Run 1, port wiring:
(1 px per µm)
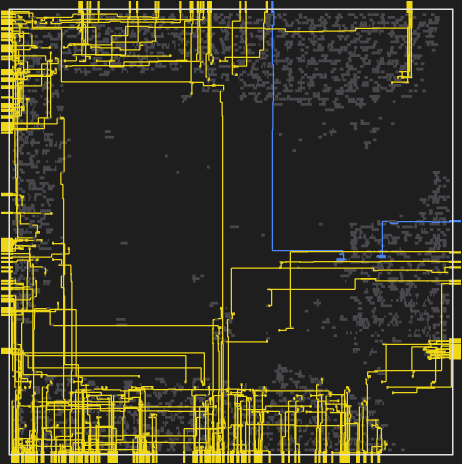
Run 1, local utilization:
The die is cut into 22 by 22 equal tiles; dark blue is low, red is high, 0 to 100% covered.
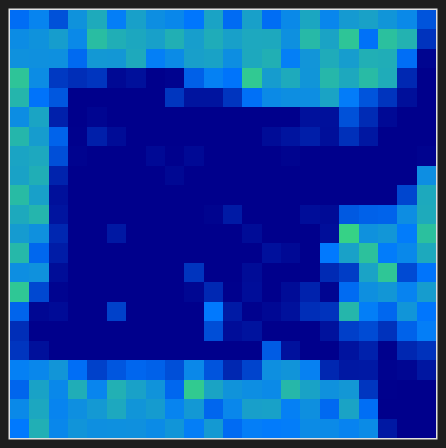
Run 1, placed standard cells:
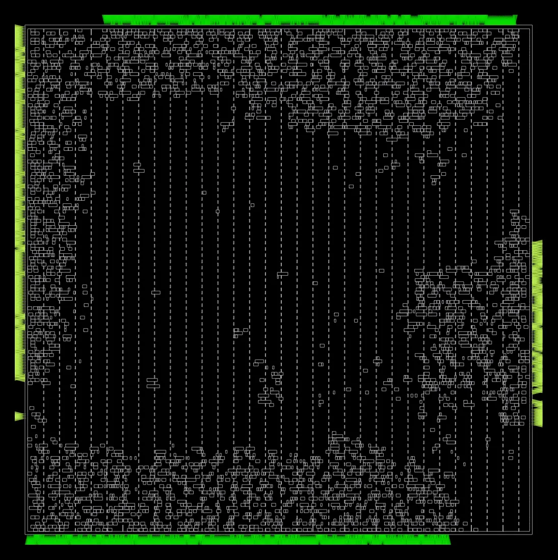
Run 1, met1 routing:
(1 px per µm) Supply wires on this layer in grey. Cells faint in the background.
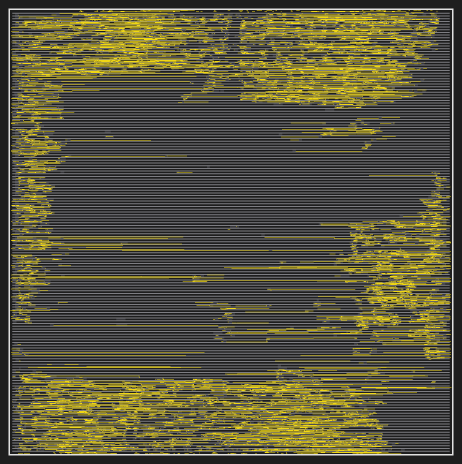
==> config.mk <==
export PLATFORM = sky130hd
export DESIGN_NAME = gf_op_scheduler
export DESIGN_NICKNAME = d
export VERILOG_FILES = /design/src/rtl/gf_sched_pkg.sv /design/src/rtl/gf_op_scheduler_rr_arbiter.sv /design/src/rtl/gf_op_scheduler.sv
export SDC_FILE = /design/constraint.sdc
export NUM_CORES = 1
export LEC_CHECK = 0
export CELL_PAD_IN_SITES_DETAIL_PLACEMENT = 0
export CELL_PAD_IN_SITES_GLOBAL_PLACEMENT = 1
export CORE_AREA = 2 2 440 442
export CTS_CLUSTER_DIAMETER = 200
export DETAILED_ROUTE_END_ITERATION = 6
export DIE_AREA = 0 0 442 444
export GPL_ROUTABILITY_DRIVEN = 0
export PLACE_DENSITY = 0.48
export SYNTH_ARGS = -nofsm -noshare
export SYNTH_HDL_FRONTEND = slang
export SYNTH_SLANG_ARGS = --single-unit
export TNS_END_PERCENT = 100
==> constraint.sdc <==
create_clock -name clk -period 14.4 [get_ports clk]
set_clock_uncertainty 0.05 [all_clocks]
set_input_delay 2.16 -clock clk [delete_from_list [all_inputs] [get_ports clk]]
set_output_delay 2.16 -clock clk [all_outputs]
set_load 0.03 [all_outputs]
==> tab_implementation.tex <==
% Table of physical implementation metrics
\begin{tabular}{lr}
\hline
Metric & Value \\
\hline
\multicolumn{2}{l}{\textbf{Timing}} \\
\quad Max Clk Rate & about 0.12 GHz \\
\quad RSZ-0062 raised after global routing & false \\
\quad Setup violation total in the final timing report & 0 \\
\quad Final-report max-slew violation count & 0 \\
\quad Slew HR & 0.2018 \\
\quad Hold Fails Final Rpt & 0 \\
\quad Post-route worst setup slack & 6.355 ns \\
\quad Worst Max-Slew Pin Slew & 1.197 ns \\
\quad Summed negative setup slack over all endpoints & 0 ns \\
\quad Post-route fraction of the period consumed by the critical path & 0.5587 \\
\quad Final critical path time including I/O delays and setup & 8.045 ns \\
\multicolumn{2}{l}{\textbf{Critical path}} \\
\quad Category of the worst setup path launch point & input port \\
\quad Required @ worst endpoint & roughly 12 ns \\
\quad Most used cell, CP & clkdlybuf4s50\_1 \\
\quad Highest fanout seen on the critical path & 13 \\
\quad Number of buffer and inverter stages on the critical path & 2 \\
\quad CP cell instances & clkdlybuf4s50\_1 -> mux4\_2 -> nor2b\_1 -> a22oi\_1 -> nor2\_1 -> a221oi\_1 -> nor3\_1 -> clkdlybuf4s50\_1 \\
\quad Kind of end point of the critical path & output pin \\
\quad Number of stages on the worst setup path & 8 \\
\quad CP max stage delay & 0.87 ns \\
\quad CP Class & in2out \\
\quad Data arrival time of the critical path & 5.83 ns \\
\quad Reg2reg setup slack & 7.16 ns \\
\quad Critical path's top delay family & buffers and inverters \\
\quad R2R cell count & 12 \\
\quad CP max stage cell & clkdlybuf4s50\_1 \\
\multicolumn{2}{l}{\textbf{Route}} \\
\quad Residual antenna-violating net count after detailed routing & 0 \\
\quad Initial DRT Pass Iterations & 5 \\
\quad Post-route DRC violation count & 0 \\
\quad Ratio of routed vias to standard cells & about 3.7 \\
\quad Number of design-rule violations left by the first detailed-router iteration & 1454 \\
\quad Wire length per cell after detailed routing & 23.55 µm \\
\multicolumn{2}{l}{\textbf{Worst hold path}} \\
\quad Hold/Removal Path Class & reg2reg \\
\quad Cell depth of the worst min-delay path & 2 \\
\multicolumn{2}{l}{\textbf{Final layout}} \\
\quad Layout cell share with drive strength beyond 1 & 0.03645 \\
\quad Post-layout nets & approximately 4100 \\
\quad Non-Filler Cell Area, Final & roughly 33000 µm² \\
\quad Area added between synthesis and finish & 90.75\% \\
\quad Register Area & 6346 µm² \\
\quad Multi-input gate area & 9915 µm² \\
\multicolumn{2}{l}{\textbf{CTS}} \\
\quad H-tree depth & 2 \\
\quad Clk latency late pin & 0.65 ns \\
\quad CTS Root Buffer Type & clkbuf\_16 \\
\quad Bufs on Longest Clock Path & 3 \\
\quad Post-CTS clock slew at the launch and capture registers of the worst setup and hold paths & 0.05 ns \\
\quad Post-cts hold buffer count & 0 \\
\quad TritonCTS clock tree & done \\
\quad Clk sink count & 317 \\
\quad Number of buffers inserted by post-CTS setup repair & 0 \\
\quad Number of instances resized during post-cts repair & 0 \\
\quad Total clock buffers created by CTS & 49 \\
\multicolumn{2}{l}{\textbf{Global routing}} \\
\quad Number of global-route vias before repair & 20920 \\
\quad Number of antenna violations at the first check in global routing & 37 \\
\quad Wire length of the first global-routing pass & 183.8 mm \\
\quad Congestion Overflow GR & 0 \\
\quad Largest net degree at the start of global routing & 169 \\
\quad All-Layer GR Usage & 0.1337 \\
\multicolumn{2}{l}{\textbf{Power}} \\
\quad Power Total & 0.005598 W \\
\quad Cell Pwr Density & 171.7 nW/µm² \\
\quad Largest vdd supply drop & 0.0001445 V \\
\quad Leakage & roughly 12 nW \\
\multicolumn{2}{l}{\textbf{Logic synthesis}} \\
\quad Library cells used by synthesis & 53 \\
\quad Most used flip-flop cell after synthesis & dfxtp\_1 \\
\quad Ranking of synthesized cells by area & dfxtp\_1 (37\%), nand2\_1 (17\%), mux2i\_1 (6.9\%), a32oi\_1 (6.8\%), nand3\_1 (5.3\%) \\
\quad Flip-flops with a built-in enable & 0 \\
\quad Sequential fraction of the synthesis area & 0.3713 \\
\quad Area share, top type & 0.3713 \\
\quad Netlist Area Pre-Place & 17090 µm² \\
\quad Yosys Chip Area & 17090 µm² \\
\quad Synthesized netlist net count & 3168 \\
\quad Synth flops & 317 \\
\quad Number of warnings issued by yosys & 0 \\
\quad Mean Syn Cell Area & between 7 and 8 µm² \\
\quad Async set or reset register ratio after synthesis & 0 \\
\quad Yosys cell count & 2336 \\
\quad Cell count after synthesis & approximately 2300 \\
\quad Cell taking the most area after synthesis & dfxtp\_1 \\
\multicolumn{2}{l}{\textbf{Die}} \\
\quad Die Y & 444 µm \\
\quad Chip area & between 150000 and 200000 µm² \\
\quad Horizontal die size & 442 µm \\
\multicolumn{2}{l}{\textbf{Run status}} \\
\quad Status & finished, final reports clean \\
\multicolumn{2}{l}{\textbf{Placement}} \\
\quad Cell area reported after detailed placement & $\sim$31000 µm² \\
\quad Setup Slack @ Placement & 5.761 ns \\
\quad Placed wire-length estimate & around 110 mm \\
\multicolumn{2}{l}{\textbf{Flow run}} \\
\quad Max capacitance violation total & 0 \\
\quad OpenROAD warning count & 50 \\
\hline
\end{tabular}
Back to the opening pictures, 'port wiring':
| colour | port | direction | edge | end cells | wire |
|---|---|---|---|---|---|
| blue | resp_err | output | 1 top, 1 right | 2 | 449 µm |
| yellow | req_reduc | input | 128 bottom, 81 left, 28 top, 19 right | 212 | 18900 µm |
total I/O pin count: 1131
number of port buffers: 1130

Back to the opening pictures, 'local utilization':
nearly empty tiles: 40%
fullest tile: 47%
mean over tiles: 15%
emptiest ninth of the die: middle
Init Core Util: 0.08921
share of the core filled with cells: 0.1702
area inside the core boundary: 191600 µm²

Back to the opening pictures, 'placed standard cells':
number of standard cells in the layout, taps in and fillers out: 5882
row count: 161
Seq/total area: 0.1947
fillers: 21630

Back to the opening pictures, 'met1 routing':
share of all routed wire: 44%
longest straight run: 200 µm
M1 GR Usage: 0.1749
DRT Wirelength: 138.5 mm
vias post-DR: 21790

==> run 1: routing by layer <==
metal | vias to the layer above | track usage | part of all wire
li1 | 10330 | - | -
met1 | 10550 | 0.1749 | 0.44
met2 | 791 | 0.2290 | 0.49
met3 | 107 | 0.02323 | 0.055
met4 | 6 | 0.02689 | 0.017
met5 | - | 0 | 0.00032
==> run 1: layout make-up <==
type / count / area share
clock inverters: 16 / 0.005872
flip-flops and latches: 317 / 0.1947
repair buffers: 1154 / 0.3538
multi-input cells: 1782 / 0.3041
well taps: 2526 / 0.09695
clock buffers: 70 / 0.04279
diodes: 9 / 0.0006908
inverters: 8 / 0.001151
==> run 1: worst register-to-register path: cells and delay by family (launching register included) <==
family	cells	cell delay (ns)
and+or+nand+nor	2	1.13
AOI/OAI and AO/OA	4	1.96
muxes	2	1.06
adders and majority gates	1	0.56
DFF	1	0.59
buffers and inverters	3	1.75
==> run 1: synthesized netlist by cell type (5+ instances only) <==
library cell  instances
nand3_1             182
o211ai_1              8
or3_1                 5
ha_1                 11
inv_1                 8
nor2b_1               9
o22ai_1             112
o21ai_1              90
buf_1                14
buf_2                16
nor3_1               21
nor3b_1               9
nand2_1             766
clkbuf_1            197
dfxtp_1             317
a22oi_1             115
mux2i_1             118
o21ai_0              52
and3_1                6
nor2_1               24
a32oi_1             132
a21oi_1              68
==> run 1: cells by family after synthesis <==
| family | count (synthesis) | synth area share |
|---|---|---|
| AOI/OAI and AO/OA | 602 | 0.2367 |
| xor gates and xnor gates | 5 | 0.002562 |
| adders and majority gates | 11 | 0.008053 |
| buffers and inverters | 237 | 0.05366 |
| DFF | 317 | 0.3713 |
| muxes | 124 | 0.07570 |
| and+or+nand+nor | 1040 | 0.2520 |
==> run 1: report_power, final <==
group	switching (W)	total (W)	internal (W)
clock network	0.000522	0.00123	0.000710
registers	0.000146	0.00125	0.00111
logic	0.00205	0.00311	0.00106
total	0.00272	0.00560	0.00288
==> run 1: cells in the final DEF (no fill, tap or decap), types with 10 or more instances in the layout <==
cell type        instances
clkdlybuf4s50_1       1129
nand2_1                765
dfxtp_1                317
nand3_1                182
a32oi_1                132
mux2i_1                117
a22oi_1                115
o22ai_1                112
o21ai_1                 89
a21oi_1                 68
o21ai_0                 52
clkbuf_16               49
nor2_1                  22
buf_4                   21
nor3_1                  19
clkbuf_1                12
ha_1                    11
clkbuf_8                10
==> run 1: through the flow <==
| stage | utilization | hold slack [ns] | cells |
|---|---|---|---|
| 5_1_grt | 0.1701 | 0.4171 | 5876 |
| 6_report | 0.1702 | 0.4032 | 5882 |
| 3_3_place_gp | 0.1618 | 0.3923 | 5787 |
| 2_1_floorplan | - | 0.4211 | 2336 |
| 4_1_cts | 0.1701 | 0.4033 | 5873 |
| 3_5_place_dp | 0.1618 | 0.3956 | 5787 |
Power is estimated from default activity; no workload was simulated.
